[config.mk]
export PLATFORM = sky130hd
export DESIGN_NAME = set_mode_controller
export DESIGN_NICKNAME = d
export VERILOG_FILES = /design/src/rtl/alarm_pkg.sv /design/src/rtl/time_field_inc.sv /design/src/rtl/set_mode_controller.sv
export SDC_FILE = /design/constraint.sdc
export NUM_CORES = 1
export LEC_CHECK = 0
export ABC_AREA = 0
export CORE_AREA = 2 2 84 86
export CTS_BUF_LIST = sky130_fd_sc_hd__clkbuf_2 sky130_fd_sc_hd__clkbuf_4 sky130_fd_sc_hd__clkbuf_8
export DETAILED_ROUTE_END_ITERATION = 10
export DIE_AREA = 0 0 86 88
export GPL_TIMING_DRIVEN = 1
export HOLD_SLACK_MARGIN = 0.1
export PLACE_DENSITY_LB_ADDON = 0.25
export SETUP_SLACK_MARGIN = 0.05
export SLEW_MARGIN = 5
export SYNTH_ARGS = -nofsm -noshare
export SYNTH_HDL_FRONTEND = slang
export SYNTH_SLANG_ARGS = --single-unit
[constraint.sdc]
create_clock -name Clk -period 1.8 [get_ports Clk]
set_clock_uncertainty 0.05 [all_clocks]
set_input_delay 0.54 -clock Clk [delete_from_list [all_inputs] [get_ports Clk]]
set_output_delay 0.54 -clock Clk [all_outputs]
set_load 0.05 [all_outputs]
[src/rtl/alarm_pkg.sv]
// Shared constants for the alarm-clock set path: modes, cursor codes,
// time-word field positions, field limits and the controller state type.
package alarm_pkg;

    localparam logic [1:0] MODE_RUN       = 2'b00;
    localparam logic [1:0] MODE_SET_CLOCK = 2'b10;
    localparam logic [1:0] MODE_SET_ALARM = 2'b11;

    localparam logic [1:0] CUR_DAY       = 2'b00;
    localparam logic [1:0] CUR_HOUR      = 2'b01;
    localparam logic [1:0] CUR_MIN_TENS  = 2'b10;
    localparam logic [1:0] CUR_MIN_UNITS = 2'b11;

    // Time word layout: {PM, day[2:0], hour[3:0], min tens[3:0], min units[3:0]}
    localparam int PM_BIT   = 15;
    localparam int DAY_HI   = 14;
    localparam int DAY_LO   = 12;
    localparam int HOUR_HI  = 11;
    localparam int HOUR_LO  = 8;
    localparam int TENS_HI  = 7;
    localparam int TENS_LO  = 4;
    localparam int UNITS_HI = 3;
    localparam int UNITS_LO = 0;

    localparam logic [15:0] RESET_TIME = 16'h0100;

    localparam logic [2:0] DAY_MAX      = 3'd6;
    localparam logic [3:0] HOUR_MIN     = 4'd1;
    localparam logic [3:0] HOUR_MAX     = 4'd12;
    localparam logic [3:0] HOUR_PM_EDGE = 4'd11;
    localparam logic [3:0] TENS_MAX     = 4'd5;
    localparam logic [3:0] UNITS_MAX    = 4'd9;

    typedef enum logic [1:0] {
        ST_RUN       = 2'd0,
        ST_SET_CLOCK = 2'd1,
        ST_COMMIT    = 2'd2,
        ST_SET_ALARM = 2'd3
    } ctrl_state_t;

    // COMMIT still shows SET_CLOCK: the display keeps the edited clock time
    // on screen during the load cycle.
    function automatic logic [1:0] mode_of(input ctrl_state_t st);
        case (st)
            ST_SET_CLOCK, ST_COMMIT: mode_of = MODE_SET_CLOCK;
            ST_SET_ALARM:            mode_of = MODE_SET_ALARM;
            default:                 mode_of = MODE_RUN;
        endcase
    endfunction

endpackage

[src/rtl/time_field_inc.sv]
// Combinational single-field increment of a packed time word.
// Wraps each field in range and forces out-of-range values to the field minimum.
module time_field_inc
    import alarm_pkg::*;
(
    input  logic [15:0] time_in,
    input  logic [1:0]  cursor,
    output logic [15:0] time_out
);

    logic [2:0] day;
    logic [3:0] hour;
    logic [3:0] tens;
    logic [3:0] units;

    always_comb begin
        day   = time_in[DAY_HI:DAY_LO];
        hour  = time_in[HOUR_HI:HOUR_LO];
        tens  = time_in[TENS_HI:TENS_LO];
        units = time_in[UNITS_HI:UNITS_LO];
        time_out = time_in;
        case (cursor)
            CUR_DAY: begin
                time_out[DAY_HI:DAY_LO] = (day >= DAY_MAX) ? 3'd0 : day + 3'd1;
            end
            CUR_HOUR: begin
                // 11 -> 12 is the noon/midnight crossing, so PM flips there.
                if (hour == HOUR_PM_EDGE) begin
                    time_out[HOUR_HI:HOUR_LO] = HOUR_MAX;
                    time_out[PM_BIT]          = ~time_in[PM_BIT];
                end else if (hour >= HOUR_MIN && hour < HOUR_MAX) begin
                    time_out[HOUR_HI:HOUR_LO] = hour + 4'd1;
                end else begin
                    time_out[HOUR_HI:HOUR_LO] = HOUR_MIN;
                end
            end
            CUR_MIN_TENS: begin
                time_out[TENS_HI:TENS_LO] = (tens >= TENS_MAX) ? 4'd0 : tens + 4'd1;
            end
            default: begin
                time_out[UNITS_HI:UNITS_LO] = (units >= UNITS_MAX) ? 4'd0 : units + 4'd1;
            end
        endcase
    end

endmodule

[src/rtl/set_mode_controller.sv]
// Set-mode sequencer: turns button pulses into display mode, cursor and the
// edit buffer, owns the alarm register and issues the clock-load pulse.
module set_mode_controller
    import alarm_pkg::*;
#(
    parameter int unsigned TIMEOUT = 16'd60000,
    parameter int          TW      = 16
) (
    input  logic        Clk,
    input  logic        Clr,
    input  logic        BtnMode,
    input  logic        BtnNext,
    input  logic        BtnInc,
    input  logic [14:0] CT,
    input  logic        CPM,
    output logic [1:0]  S,
    output logic [1:0]  CW,
    output logic [15:0] ST,
    output logic [15:0] AT,
    output logic        ClkLoad,
    output logic [1:0]  state_dbg
);

    localparam logic [TW-1:0] IDLE_LAST = TW'(TIMEOUT - 1);

    ctrl_state_t   state, state_next;
    logic [1:0]    cw_next;
    logic [15:0]   st_next, at_next, st_inc;
    logic          load_next;
    logic [TW-1:0] idle_cnt, idle_next;

    time_field_inc u_inc (
        .time_in  (ST),
        .cursor   (CW),
        .time_out (st_inc)
    );

    assign state_dbg = state;

    always_ff @(posedge Clk) begin
        if (Clr) begin
            state    <= ST_RUN;
            S        <= MODE_RUN;
            CW       <= CUR_DAY;
            ST       <= RESET_TIME;
            AT       <= RESET_TIME;
            ClkLoad  <= 1'b0;
            idle_cnt <= '0;
        end else begin
            state    <= state_next;
            S        <= mode_of(state_next);
            CW       <= cw_next;
            ST       <= st_next;
            AT       <= at_next;
            ClkLoad  <= load_next;
            idle_cnt <= idle_next;
        end
    end

    // Only one button is acted on per cycle: mode, then next, then inc.
    // The idle counter stays at zero unless a set mode sees a quiet cycle.
    always_comb begin
        state_next = state;
        cw_next    = CW;
        st_next    = ST;
        at_next    = AT;
        load_next  = 1'b0;
        idle_next  = '0;
        case (state)
            ST_RUN: begin
                if (BtnMode) begin
                    state_next = ST_SET_CLOCK;
                    st_next    = {CPM, CT};
                    cw_next    = CUR_DAY;
                end
            end
            ST_COMMIT: begin
                state_next = ST_SET_ALARM;
                st_next    = AT;
                cw_next    = CUR_DAY;
            end
            default: begin
                if (BtnMode) begin
                    if (state == ST_SET_CLOCK) begin
                        state_next = ST_COMMIT;
                        load_next  = 1'b1;
                    end else begin
                        state_next = ST_RUN;
                        at_next    = ST;
                        cw_next    = CUR_DAY;
                    end
                end else if (BtnNext) begin
                    cw_next = CW + 2'd1;
                end else if (BtnInc) begin
                    st_next = st_inc;
                end else if (idle_cnt == IDLE_LAST) begin
                    state_next = ST_RUN;
                    cw_next    = CUR_DAY;
                end else begin
                    idle_next = idle_cnt + TW'(1);
                end
            end
        endcase
    end

endmodule
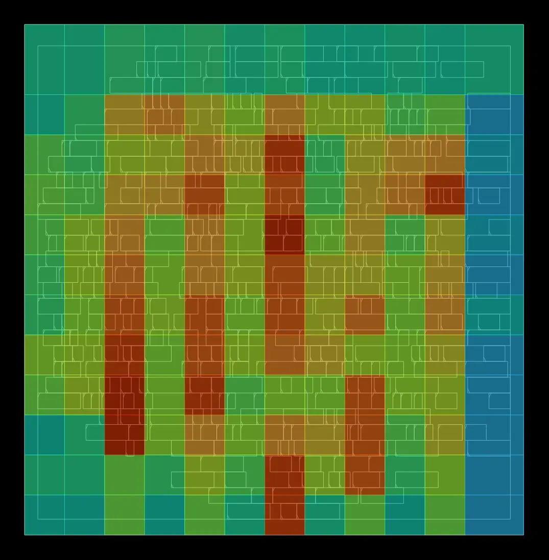
Figure 1: track usage over the die.
M1 GR Usage: 24.6%
Tot GR Track Use: 19.5%

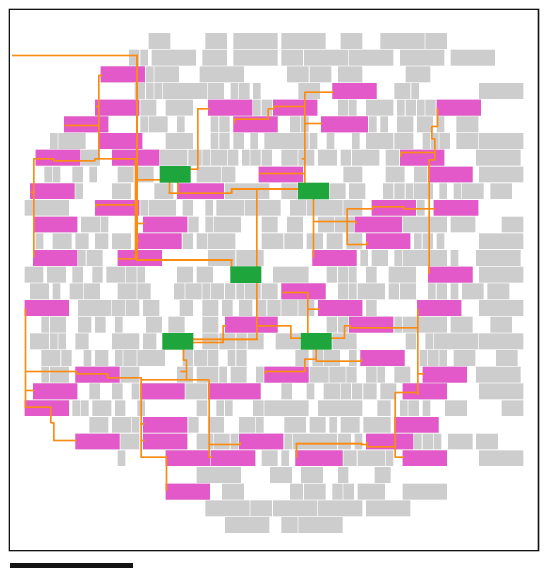
Figure 2: clock distribution.
The bar under the picture is 20 um long.
magenta -> flip-flops  # count 55
green -> cells driving clock nets  # count 5
orange -> clock wires  # length 606 um
routed clock nets = 6
Clock Power Share: 22.0%
Power Clock: 680 uW
Latency at later pin: 300 ps

==> flow_metrics.tcl <==
# yosys + openroad results
set metrics [dict create \
    status "complete, no violations" \
    worstHoldEndpoint "idle_cnt[0]" \
    cp_slowest_cell "dfxtp_4" \
    pwr_density_cell_mw_per_mm2 712 \
    ys_sh_xor_pct 3.88 \
    drive_above_1_share_pct 25.0 \
    syn_avg_cell_area_um2 8.37 \
    setup_viol 0 \
    ys_area_mm2 0.00294 \
    end_kind "primary output" \
    holdCritStartpoint "idle_cnt[0]" \
    ys_seq_share_pct 37.5 \
    core_mm2 0.00664 \
    cts_buffers 5 \
    rows 30 \
    warnings 37 \
    dp_slack_ps -402 \
    cts_buffer_depth 2 \
    synth-compound-area-share_pct 19.2 \
    drv_slew 0 \
    synth_top_area_share_pct 37.5 \
    hold_violations 0 \
    cp_max_fo 12 \
    seqPwrFrac_pct 45.0 \
    die_h_um 88 \
    logic_family "simple AND/OR/NAND/NOR gates" \
    finalSetupTns_ps 0 \
    place_area_mm2 0.00420 \
    ys_sh_adder_pct 6.81 \
    rsz0062_at_grt "no" \
    critical_path_class "reg2out" \
    yosysTopAreaCell "dfxtp_1" \
    cts_sinks 55 \
    fin_crit_sh_pct 93.2 \
    gp_congestion 0.883 \
    drt-wirelength-per-cell_um 14.1 \
    clk_pin_slew_ps 90 \
    antenna_found_initial 0 \
    cp-start-kind "flop" \
    yosysUniqueCellTypes 60 \
    ys_top_cells_by_area "dfxtp_1, ha_1, nand2_1" \
    mux_area_share_pct 5.37 \
    use_met2_pct 34.5 \
    holdCritPathClass "reg2reg" \
    reg2reg_to "idle_cnt[15]" \
    power.net_switching_uw 1010 \
    m1WireLength_um 3140 \
    place.detailed.hpwl_um 5530 \
    ys_async_sr_fraction_pct 0 \
    final_cell_mix "nand2_1, dfxtp_1, buf_12" \
    numPortBuffers 59 \
    cap_violations 0 \
    tritoncts "done" \
    fp_nets 388 \
    reg2reg_depth 4 \
    fp_util_pct 44.2 \
    yosys-top-cells-count "dfxtp_1, nand2_1, a21oi_1" \
    yosys_cells 351 \
    worst_slack_ps 122 \
    synth_area_mm2 0.00294 \
    first_pass_iters 4 \
    slew-limit-headroom_pct 72.0 \
    required_ps 1210 \
    yosys.area_share.simple_pct 21.8 \
    antenna_cells 0 \
    synth-edff-count 0 \
    grt_pass1_wl_um 12000 \
    route.met3.wl_um 293 \
    cp.depth 2 \
    dr_wl_met2_um 3730 \
    use_met3_pct 3.77 \
    drt-total-wl_um 7200 \
    synthFlopType "dfxtp_1" \
    endpoint "state_dbg[1]" \
    internal-power_uw 2080 \
    viasPerCell 5.34 \
    htreeDepth 2 \
    p_leak_uw 0.00162 \
    ys_warn_count 0 \
    top_layer_used "met4" \
    grt_remaining_overflow 0 \
    p_sw_share_pct 32.6 \
]
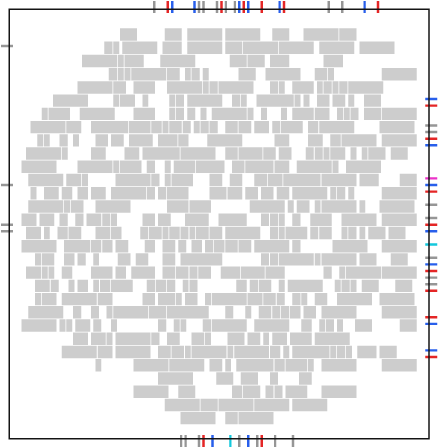
Figure 3: pin placement.
Pins as bars across the die edge, other pins in gray.
magenta -> `ClkLoad`  # pins 1, direction output, edge east
blue -> `CT`  # pins 15, direction input, edge 7 east, 6 north, 2 south
cyan -> `state_dbg`  # pins 2, direction output, edge 1 east, 1 south
red -> `AT`  # pins 16, direction output, edge 8 east, 6 north, 2 south
all pins by edge = 24 east, 20 north, 12 south, 4 west

-- power groups by stage --
stage	sequential, uW	combinational (uW)	clock [uW]
after detailed placement	1420	996	0
after CTS	1390	1020	703
after global routing	1400	1090	759
after floorplan	1560	373	0
after global placement	1420	980	0
final	1390	1020	680
-- cell type report --
class                           instances  area (um^2)
Fill cell                             533         2310
Sequential cell                        55         1120
Timing Repair Buffer                   92         1250
Clock inverter                          1         5.00
Clock buffer                            7         83.8
Inverter                               18         67.6
Multi-Input combinational cell        259         1710
Tap cell                               80          100
-- registers in the layout, indices dropped and copies added, names as in the netlist --
name and count:
AT 16, ST 16, idle_cnt 16, CW 2
S 2, state_dbg 2, ClkLoad 1
-- repair_timing --
item                                    CTS  global route
pin swaps                                 7             0
gates resized                            10             3
endpoints found under the setup margin   17            21
hold buffers                              0             0
setup buffers                             1             0
No activity file was given, so power comes from the tool's default toggle rates.
